==> src/rtl/data_cache_ctrl.sv <==
// data_cache_ctrl
//   Direct-mapped, write-through, no-write-allocate data cache controller
//   between the MEM stage and a multi-cycle backing data memory. Lines are
//   one 32-bit word. A read hit returns data in the same cycle. A read miss
//   or any store freezes the pipeline through `stall` until the backing
//   memory acknowledges, followed by one response cycle in which the
//   pipeline advances.
//
// Ports
//   clock, reset            rising-edge clock, asynchronous active-low reset
//   cpu_read/cpu_write      load / store request (store wins if both set)
//   cpu_sb                  store is a byte store
//   cpu_addr, cpu_wdata     byte address and store data from EX/MEM
//   cpu_rdata               load data to MEM/WB
//   stall                   freeze the pipeline this cycle
//   mem_req/we/sb/addr/wdata  backing-memory request, stable until mem_ready
//   mem_rdata, mem_ready    backing-memory read data and one-cycle acknowledge
//   hit_count, miss_count   saturating read hit / read miss counters
module data_cache_ctrl #(
    parameter int INDEX_W = 4,
    parameter int TAG_W   = 26
) (
    input  logic        clock,
    input  logic        reset,
    input  logic        cpu_read,
    input  logic        cpu_write,
    input  logic        cpu_sb,
    input  logic [31:0] cpu_addr,
    input  logic [31:0] cpu_wdata,
    output logic [31:0] cpu_rdata,
    output logic        stall,
    output logic        mem_req,
    output logic        mem_we,
    output logic        mem_sb,
    output logic [31:0] mem_addr,
    output logic [31:0] mem_wdata,
    input  logic [31:0] mem_rdata,
    input  logic        mem_ready,
    output logic [31:0] hit_count,
    output logic [31:0] miss_count
);

    localparam int LINES = 1 << INDEX_W;

    typedef enum logic [1:0] {
        IDLE    = 2'd0,
        RD_WAIT = 2'd1,
        WR_WAIT = 2'd2,
        RESP    = 2'd3
    } state_t;

    // Counter increment that sticks at the all-ones value.
    function automatic logic [31:0] sat_inc(input logic [31:0] v);
        if (v == 32'hFFFF_FFFF) begin
            return v;
        end else begin
            return v + 32'd1;
        end
    endfunction

    // Replace one byte lane of a word with a store byte.
    function automatic logic [31:0] merge_byte(input logic [31:0] word,
                                               input logic [7:0]  b,
                                               input logic [1:0]  lane);
        logic [31:0] r;
        r = word;
        case (lane)
            2'd0:    r[7:0]   = b;
            2'd1:    r[15:8]  = b;
            2'd2:    r[23:16] = b;
            2'd3:    r[31:24] = b;
            default: r        = word;
        endcase
        return r;
    endfunction

    state_t             state_r;
    logic [LINES-1:0]   valid_r;
    logic [TAG_W-1:0]   tag_r [LINES];
    logic [31:0]        data_r [LINES];
    logic [31:0]        rdata_r;
    logic [31:0]        hit_cnt_r;
    logic [31:0]        miss_cnt_r;
    logic               mem_req_r;
    logic               mem_we_r;
    logic               mem_sb_r;
    logic [31:0]        mem_addr_r;
    logic [31:0]        mem_wdata_r;

    logic [INDEX_W-1:0] index_s;
    logic [TAG_W-1:0]   tag_s;
    logic [31:0]        word_addr_s;
    logic               hit_s;
    logic               fill_s;
    logic               store_s;
    logic               stall_s;
    logic [31:0]        rdata_s;

    assign index_s     = cpu_addr[INDEX_W+1:2];
    assign tag_s       = cpu_addr[31:INDEX_W+2];
    assign word_addr_s = {cpu_addr[31:2], 2'b00};
    assign hit_s       = valid_r[index_s] && (tag_r[index_s] == tag_s);
    // Inputs are frozen during the wait states, so index/tag still name the
    // line that the outstanding transaction belongs to.
    assign fill_s      = (state_r == RD_WAIT) && mem_ready;
    assign store_s     = (state_r == WR_WAIT) && mem_ready && hit_s;

    // Stall and load-data selection; a read hit bypasses the response register.
    always_comb begin
        stall_s = 1'b0;
        rdata_s = rdata_r;
        case (state_r)
            IDLE: begin
                if (cpu_write) begin
                    stall_s = 1'b1;
                end else if (cpu_read) begin
                    if (hit_s) begin
                        rdata_s = data_r[index_s];
                    end else begin
                        stall_s = 1'b1;
                    end
                end else begin
                    stall_s = 1'b0;
                end
            end
            RD_WAIT: stall_s = 1'b1;
            WR_WAIT: stall_s = 1'b1;
            RESP:    stall_s = 1'b0;
            default: stall_s = 1'b0;
        endcase
    end

    // A request held on the inputs while reset is low must not freeze the pipe.
    assign stall      = stall_s & reset;
    assign cpu_rdata  = rdata_s;
    assign mem_req    = mem_req_r;
    assign mem_we     = mem_we_r;
    assign mem_sb     = mem_sb_r;
    assign mem_addr   = mem_addr_r;
    assign mem_wdata  = mem_wdata_r;
    assign hit_count  = hit_cnt_r;
    assign miss_count = miss_cnt_r;

    // Line storage: refill on read completion, in-place update on a store hit.
    always_ff @(posedge clock) begin
        if (fill_s) begin
            data_r[index_s] <= mem_rdata;
            tag_r[index_s]  <= tag_s;
        end else if (store_s) begin
            data_r[index_s] <= cpu_sb ? merge_byte(data_r[index_s], cpu_wdata[7:0], cpu_addr[1:0])
                                      : cpu_wdata;
        end
    end

    // Controller FSM with valid bits, counters and the memory request registers.
    always_ff @(posedge clock or negedge reset) begin
        if (!reset) begin
            state_r     <= IDLE;
            valid_r     <= '0;
            rdata_r     <= 32'd0;
            hit_cnt_r   <= 32'd0;
            miss_cnt_r  <= 32'd0;
            mem_req_r   <= 1'b0;
            mem_we_r    <= 1'b0;
            mem_sb_r    <= 1'b0;
            mem_addr_r  <= 32'd0;
            mem_wdata_r <= 32'd0;
        end else begin
            case (state_r)
                IDLE: begin
                    if (cpu_write) begin
                        state_r     <= WR_WAIT;
                        mem_req_r   <= 1'b1;
                        mem_we_r    <= 1'b1;
                        mem_sb_r    <= cpu_sb;
                        mem_addr_r  <= cpu_sb ? cpu_addr : word_addr_s;
                        mem_wdata_r <= cpu_wdata;
                    end else if (cpu_read) begin
                        if (hit_s) begin
                            hit_cnt_r <= sat_inc(hit_cnt_r);
                            rdata_r   <= data_r[index_s];
                        end else begin
                            miss_cnt_r <= sat_inc(miss_cnt_r);
                            state_r    <= RD_WAIT;
                            mem_req_r  <= 1'b1;
                            mem_we_r   <= 1'b0;
                            mem_sb_r   <= 1'b0;
                            mem_addr_r <= word_addr_s;
                        end
                    end
                end
                RD_WAIT: begin
                    if (mem_ready) begin
                        valid_r[index_s] <= 1'b1;
                        rdata_r          <= mem_rdata;
                        mem_req_r        <= 1'b0;
                        state_r          <= RESP;
                    end
                end
                WR_WAIT: begin
                    if (mem_ready) begin
                        mem_req_r <= 1'b0;
                        mem_we_r  <= 1'b0;
                        mem_sb_r  <= 1'b0;
                        state_r   <= RESP;
                    end
                end
                // The request still on the inputs was already served; let the pipe advance.
                RESP:    state_r <= IDLE;
                default: state_r <= IDLE;
            endcase
        end
    end

endmodule

==> config.mk <==
export PLATFORM = sky130hd
export DESIGN_NAME = data_cache_ctrl
export DESIGN_NICKNAME = d
export VERILOG_FILES = /design/src/rtl/data_cache_ctrl.sv
export SDC_FILE = /design/constraint.sdc
export NUM_CORES = 1
export LEC_CHECK = 0
export CAP_MARGIN = 20
export CORE_AREA = 4 4 271 273
export DETAILED_ROUTE_END_ITERATION = 7
export DIE_AREA = 0 0 275 277
export PLACE_DENSITY_LB_ADDON = 0.08
export SYNTH_ARGS = -nofsm -noshare
export SYNTH_HDL_FRONTEND = slang
export SYNTH_SLANG_ARGS = --single-unit
export TNS_END_PERCENT = 20
==> constraint.sdc <==
create_clock -name clock -period 13.42 [get_ports clock]
set_clock_uncertainty 0.15 [all_clocks]
set_input_delay 2.684 -clock clock [delete_from_list [all_inputs] [get_ports clock]]
set_output_delay 2.684 -clock clock [all_outputs]
set_load 0.02 [all_outputs]
Fig. 1: run 1, the metal 1 layer
Supply wires on this layer in gray.
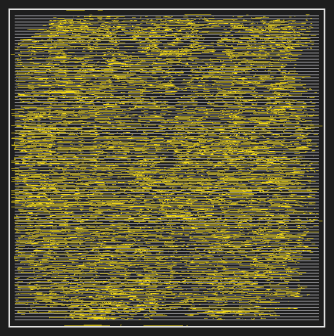
nets with wire on the layer: 2722
longest straight run: 55.2 um
main direction: horizontal
wire length on this layer: 42.2 mm
share of all routed wire: 38%
met1 track demand over resource in global routing: 0.412
overall via count from detail_route: 24.7k
wire length after detailed routing: 111 mm

Fig. 2: run 1, a small window of the routed layout
Scale bar: 10 um. Region (122, 124) to (152, 154) um. Cells in gray, sequential cells in the stronger gray; small squares are vias.
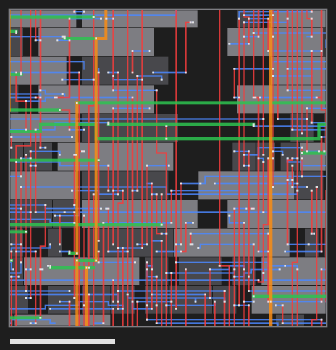
legend:
  green:
    layer: metal 3
  orange:
    layer: metal 4
  red:
    layer: metal 2
  blue:
    layer: metal 1
most frequent: edfxtp_1 (14), or2_2 (4), dfrtp_1 (4)
cells with their middle in the window: 42
sequential cells in the window: 18
netlist names of flops here include: data_r (9), tag_r (5), valid_r (3)

Fig. 3: run 1, clock routing
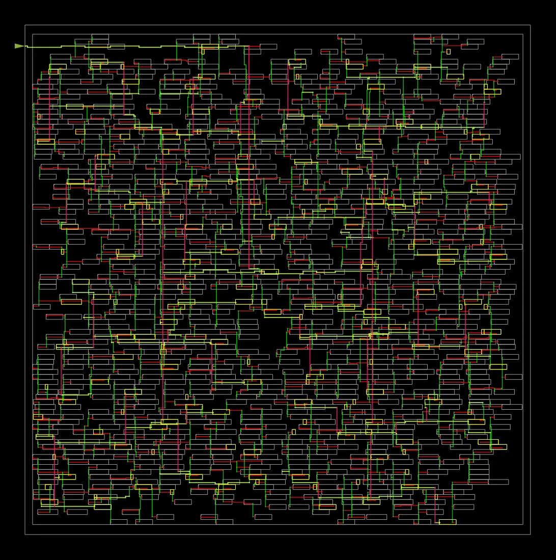
clkbuf count: 150
number of clock sinks: 1109

==> PnR_summary.wiki, run 1 <==
== Implementation results ==
{| class="wikitable"
! Metric !! Value
|-
| Tool warning count || 29
|-
| Launch point of the worst path || cpu_addr[3]
|-
| Core utilization before placement || 0.633
|-
| Multiplexer share of the synthesized area || 0.176
|-
| Highest attainable clock frequency || 92.4 MHz
|-
| Worst reg2reg path endpoint || data_r[14][8]
|-
| Combinational Power Share || 0.163
|-
| Dominant kind of cell by area || flip-flops and latches
|-
| Critical Path Fanout Max || 87
|-
| Worst reg2reg path depth || 10
|-
| Non-clk buf share || 0.0635
|-
| Cell total after placement || 3581
|-
| Total length of routed met3 wires || 10.6 mm
|-
| Worst setup timing slack at the placement stage || 2.69 ns
|-
| Reg2Reg Setup Slack || 8.36 ns
|-
| WP depth || 13
|-
| Result of the run || finished, final reports clean
|-
| Yosys top cell by instances || edfxtp_1
|-
| Switching share of power || 0.250
|-
| Mapped cell area || 45000 um2
|-
| Sequential cell area || 32400 um2
|-
| Detailed-routing wirelength on met1 || 42.2 mm
|-
| Worst min-delay path class || reg2reg
|-
| GRT Util Overall || 0.295
|-
| Share of synthesized cell area in and-or and or-and compound cells || 0.0281
|-
| Critical Path AT || 7.98 ns
|-
| Multi-input gates || 1148
|-
| P per Cell Area || 161 nW/um2
|-
| Portion of the post-synthesis area used by sequential elements || 0.719
|-
| Power in combinational cells || 1.39 mW
|-
| IO buf count || 265
|-
| Clock network area share || 0.0685
|-
| Final number of setup-violating endpoints || 0
|-
| Share of final-layout standard cells stronger than drive strength 1 || 0.242
|-
| Number of failing hold endpoints at the final stage || 0
|-
| Cell Int Power || 6.38 mW
|-
| Period utilisation layout || 0.806
|-
| Hold path endpoint || valid_r[3]
|-
| Minimum setup slack in the final design || 2.60 ns
|-
| Total CTS buffers || 109
|-
| Core area || 71100 um2
|-
| Syn avg cell area || 18.7 um2
|}
==> run 1 -> run 2 <==
--- a/config.mk
+++ b/config.mk
@@ -6,9 +6,9 @@
 export NUM_CORES = 1
 export LEC_CHECK = 0
 export CAP_MARGIN = 20
-export CORE_AREA = 4 4 271 273
+export CORE_AREA = 4 4 282 284
 export DETAILED_ROUTE_END_ITERATION = 7
-export DIE_AREA = 0 0 275 277
+export DIE_AREA = 0 0 286 288
 export PLACE_DENSITY_LB_ADDON = 0.08
 export SYNTH_ARGS = -nofsm -noshare
 export SYNTH_HDL_FRONTEND = slang
==> constraint.sdc (replaced) <==
create_clock -name clock -period 10.6 [get_ports clock]
set_clock_uncertainty 0.15 [all_clocks]
set_input_delay 2.12 -clock clock [delete_from_list [all_inputs] [get_ports clock]]
set_output_delay 2.12 -clock clock [all_outputs]
set_load 0.02 [all_outputs]
Fig. 4: run 2, clock routing
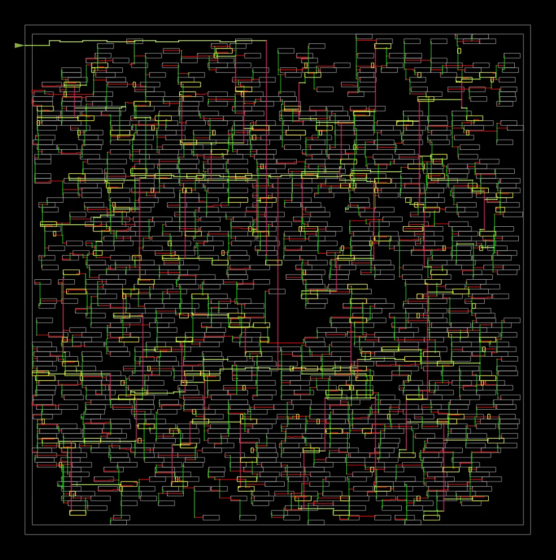
total CTS buffers: 109
sequential cell count of the final layout: 1109
Clock net power: 3.95 mW

==> run 2 against run 1 <==
Against the previous run:
- combinational power increased by 27%
- final cell count increased by 2.7%
- worst hold slack about the same
- synthesized cell count unchanged
- synthesized area unchanged
- sequential cell count unchanged
- critical endpoint is now cpu_rdata[28]
- largest power group unchanged
- highest routed layer unchanged
==> PnR_summary.wiki, run 2 <==
== Implementation results ==
{| class="wikitable"
! Metric !! Value
|-
| Hold path endpoint || valid_r[15]
|-
| GRT Util Overall || 0.274 (-0.0212)
|-
| Mapped cell area || 45000 um2 (unchanged)
|-
| Switching share of power || 0.247 (-0.00368)
|-
| Total length of routed met3 wires || 9.11 mm (-14%)
|-
| Sequential cell area || 32400 um2 (unchanged)
|-
| Reg2Reg Setup Slack || 5.71 ns (-2.65 ns)
|-
| Buf/Inv on CP || 3
|-
| Wire length after detailed routing || 112 mm (+0.56%)
|-
| Share of final-layout standard cells stronger than drive strength 1 || 0.242 (+0.000737)
|-
| Worst reg2reg path endpoint || data_r[13][22]
|-
| Master cell of the clock root buffer || clkbuf_16
|-
| Min-delay src || valid_r[15]
|-
| Clkbuf count || 149 (-0.67%)
|-
| Overall via count from detail_route || 24.3k (-1.7%)
|-
| Syn avg cell area || 18.7 um2 (unchanged)
|-
| Launch point of the worst path || cpu_addr[2]
|-
| Clock network area share || 0.0695 (+0.00100)
|-
| Number of failing hold endpoints at the final stage || 0 (unchanged)
|-
| Cell total after placement || 3682 (+2.8%)
|-
| Power in combinational cells || 1.76 mW (+27%)
|-
| Number of clock sinks || 1109 (unchanged)
|-
| Core area || 77100 um2 (+8.4%)
|-
| Met1 track demand over resource in global routing || 0.375 (-0.0370)
|-
| Cell Int Power || 8.17 mW (+28%)
|-
| Non-clk buf share || 0.0655 (+0.00200)
|-
| Area fraction in full adders, half adders and majority gates || 0.00139
|-
| Yosys top cell by instances || edfxtp_1
|-
| Final number of setup-violating endpoints || 0 (unchanged)
|-
| Dominant kind of cell by area || flip-flops and latches
|-
| Multi-input gates || 1148 (unchanged)
|-
| Combinational Power Share || 0.162 (about the same)
|-
| Worst setup timing slack at the placement stage || 1.47 ns (-1.22 ns)
|-
| Portion of the post-synthesis area used by sequential elements || 0.719 (unchanged)
|-
| Worst min-delay path class || reg2reg
|-
| Share of synthesized cell area in and-or and or-and compound cells || 0.0281 (unchanged)
|-
| Tool warning count || 29 (unchanged)
|-
| Cell count after synthesis || 2405
|-
| WP depth || 12 (-1)
|-
| IO buf count || 265 (unchanged)
|-
| Core utilization before placement || 0.584 (-0.0490)
|-
| Detailed-routing wirelength on met1 || 43.4 mm (+2.7%)
|-
| Result of the run || finished, final reports clean
|-
| Highest attainable clock frequency || 110 MHz
|}
No activity file was given, so power comes from the tool's default toggle rates.
